Figure 1. Clock nets.
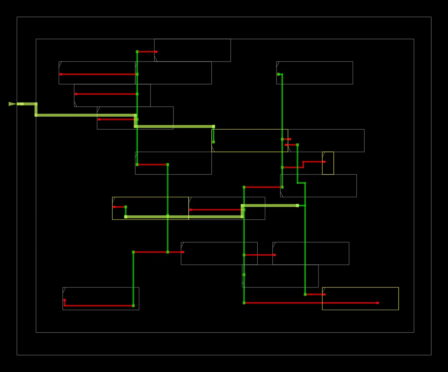
Figure 2. Selected gate families.
Scale: 10 px per µm.
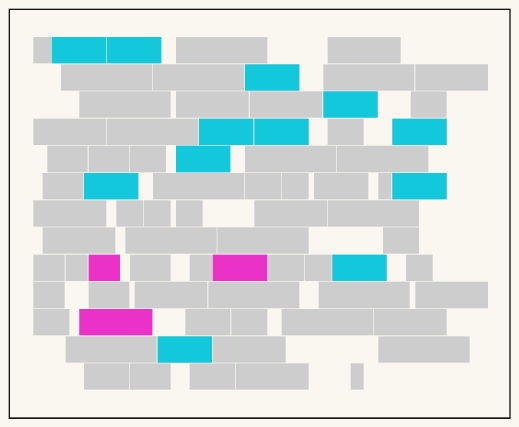
Figure 3. Cell area per tile.
Scale: 6 px per µm. 10 x 8 tiles, from dark purple (low) to yellow (high), 0 to 100% covered.
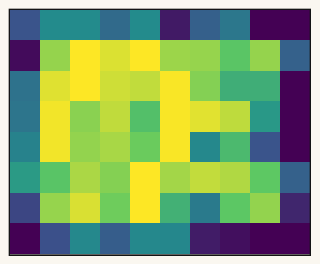
Figure 4. Cells by drive strength.
Scale: 10 px per µm.
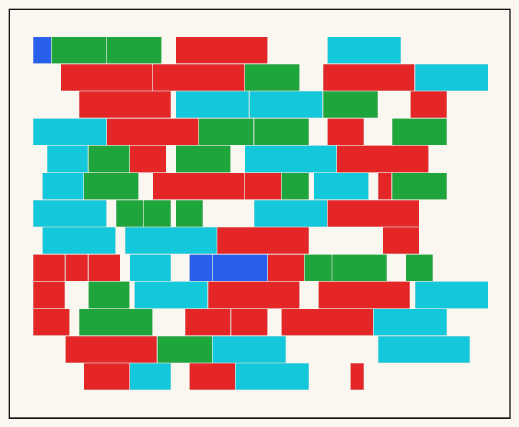
Figure 5. Port wiring.
Scale: 8 px per µm.
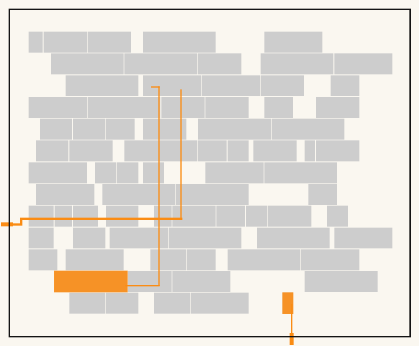
==> config.mk <==
export PLATFORM = sky130hd
export DESIGN_NAME = optimized_decoder
export DESIGN_NICKNAME = d
export VERILOG_FILES = /design/src/rtl/accel_pkg.sv /design/src/rtl/ctrl_parity_chk.sv /design/src/rtl/optimized_decoder.sv
export SDC_FILE = /design/constraint.sdc
export NUM_CORES = 1
export LEC_CHECK = 0
export CAP_MARGIN = 0
export CORE_ASPECT_RATIO = 0.8
export CORE_MARGIN = 2
export CORE_UTILIZATION = 37
export CTS_BUF_LIST = sky130_fd_sc_hd__clkbuf_16
export DETAILED_ROUTE_END_ITERATION = 7
export GPL_ROUTABILITY_DRIVEN = 0
export GPL_TIMING_DRIVEN = 0
export PLACE_DENSITY = 0.83
export REMOVE_ABC_BUFFERS = 1
export SLEW_MARGIN = 25
export SYNTH_ARGS = -nofsm -noshare
export SYNTH_HDL_FRONTEND = slang
export SYNTH_SLANG_ARGS = --single-unit
==> constraint.sdc <==
create_clock -name clk -period 1 [get_ports clk]
set_clock_uncertainty 0.05 [all_clocks]
set_input_delay 0.3 -clock clk [delete_from_list [all_inputs] [get_ports clk]]
set_output_delay 0.3 -clock clk [all_outputs]
set_load 0.1 [all_outputs]
==> impl_metrics.env <==
# implementation run metrics
export IMPL_drc=0
export IMPL_grt_max_degree=15
export IMPL_cts_tree="yes"
export IMPL_firstDrtPassIters=2
export IMPL_ys_seq_share_pct=56.1
export IMPL_worstHoldPathType="in -> async"
export IMPL_layout_setup_ws_ns=-0.633
export IMPL_place_ws_ns=-1.66
export IMPL_setup_viol=28
export IMPL_dp_hpwl_um=894
export IMPL_worst_setup_path_end_kind="flop"
export IMPL_p_sw_share_pct=43.4
export IMPL_cts_hold_buf=0
export IMPL_antenna_found_initial=0
export IMPL_wl_met2_um=811
export IMPL_drv_cap=0
export IMPL_ir_drop_mv=1.89
export IMPL_grt_ovfl_total=0
export IMPL_detail_route_vias_per_cell=4.46
export IMPL_fin_nets=95
export IMPL_power_density_nw_per_um2=2920
export IMPL_cp_num_buf_inv=2
export IMPL_wire_per_inst_um=15.6
export IMPL_htreeDepth=1
export IMPL_clockBufferDepth=2
export IMPL_wl_met1_um=564
export IMPL_relSlewSlack_pct=58.0
export IMPL_final_cell_mix="dfrtp_1, buf_12, mux2_4"
export IMPL_diodes=0
export IMPL_status="complete, but fails checks"
export IMPL_path_clk_slew_ns=0.05
export IMPL_violations="setup timing"
export IMPL_routed_wl_um=1530
export IMPL_share_comb_of_total_power_pct=55.0
export IMPL_power_frac_seq_pct=23.9
export IMPL_die_x_um=49.9
export IMPL_syn_area_per_cell_um2=17.3
export IMPL_p_int_uw=2030
export IMPL_crit_cells=5
export IMPL_syn_inst=36
## Picture notes: Figure 1
CTS buffer count: 3
Layout clock buffers: 3
flop count: 14
CTS sink count: 14
P_clk: 755 µW

## Picture notes: Figure 2
Magenta marks inverting AOI/OAI gates, cells 3. Cyan marks multiplexers, cells 12.
Comb area share: 21.5%
top logic cell by instance count in the layout: dfrtp_1
fin cells: 98

## Picture notes: Figure 3
The fullest tile reaches 100%. The mean over all tiles is 59%. The densest ninth of the die: center. 44% of the tiles are over 75% full. 10% of the tiles are nearly empty.
Initial Util: 38.8%
CORE AREA: 1610 µm²
final core occ: 76.1%

## Picture notes: Figure 4
Red marks drive 1 or less, cells 31. Green marks drive 3 to 4, cells 21. Blue marks drive 2, cells 3. Cyan marks drive 6 and up, cells 21.
worst setup margin: -0.633 ns
Non-Clock Buffer Count: 38
Synth-to-Final Area Change: 96.2%
cell area after layout: 1220 µm²

## Picture notes: Figure 5
Orange marks error_status, direction output, end cells 2, buffers 1, wire 71.2 µm.
Port Buf Inserts: 30
IO Pins: 33

-- synthesized netlist by cell type (all sizes together) --
| master | n |
|---|---|
| conb | 1 |
| a2bb2oi | 1 |
| buf | 2 |
| nor2 | 1 |
| a211oi | 1 |
| nor2b | 1 |
| dfrtp | 14 |
| or4 | 1 |
| mux2 | 12 |
| a2111oi | 1 |
| or3b | 1 |
-- per-layer routing --
layer	up-vias	track usage [%]
met5	-	0
met1	208	18.2
met3	0	10.9
met2	21	31.7
li1	208	-
met4	0	6.25
-- power by group through the flow --
stage / logic, µW / clock network (µW) / registers, µW
2_1_floorplan: 205 / 0 / 1750
3_3_place_gp: 1560 / 0 / 772
3_5_place_dp: 1570 / 0 / 774
4_1_cts: 1890 / 773 / 845
5_1_grt: 2030 / 808 / 873
6_report: 1970 / 755 / 854
-- cell families after synthesis --
group / count (synthesis) / share of synthesized area [%]
buffers and inverters: 2 / 4.41
other: 1 / 0.601
AND-OR/OR-AND: 3 / 7.01
flip-flops: 14 / 56.1
AND/OR/NAND/NOR: 4 / 4.81
multiplexers: 12 / 27.1
-- repair_timing --
action | CTS | global route
gates resized | 147 | 8
pin swaps | 3 | 3
endpoints found under the setup margin | 28 | 42
setup buffers | 4 | 4
-- through the flow --
| step | TNS (ns) | instance area [µm²] | hold slack [ns] | utilization, % |
|---|---|---|---|---|
| finish | -10.52 | 1220 | 0.0103 | 76.1 |
| global route | -11.54 | 1220 | 0.0600 | 76.1 |
| CTS | -10.31 | 1170 | 0.229 | 72.5 |
| detailed placement | -36.10 | 925 | 0.429 | 57.4 |
| global placement | -35.56 | 925 | 0.416 | 57.4 |
| floorplan | -16.66 | 597 | -0.0456 | - |
No activity file was given, so power comes from the tool's default toggle rates.
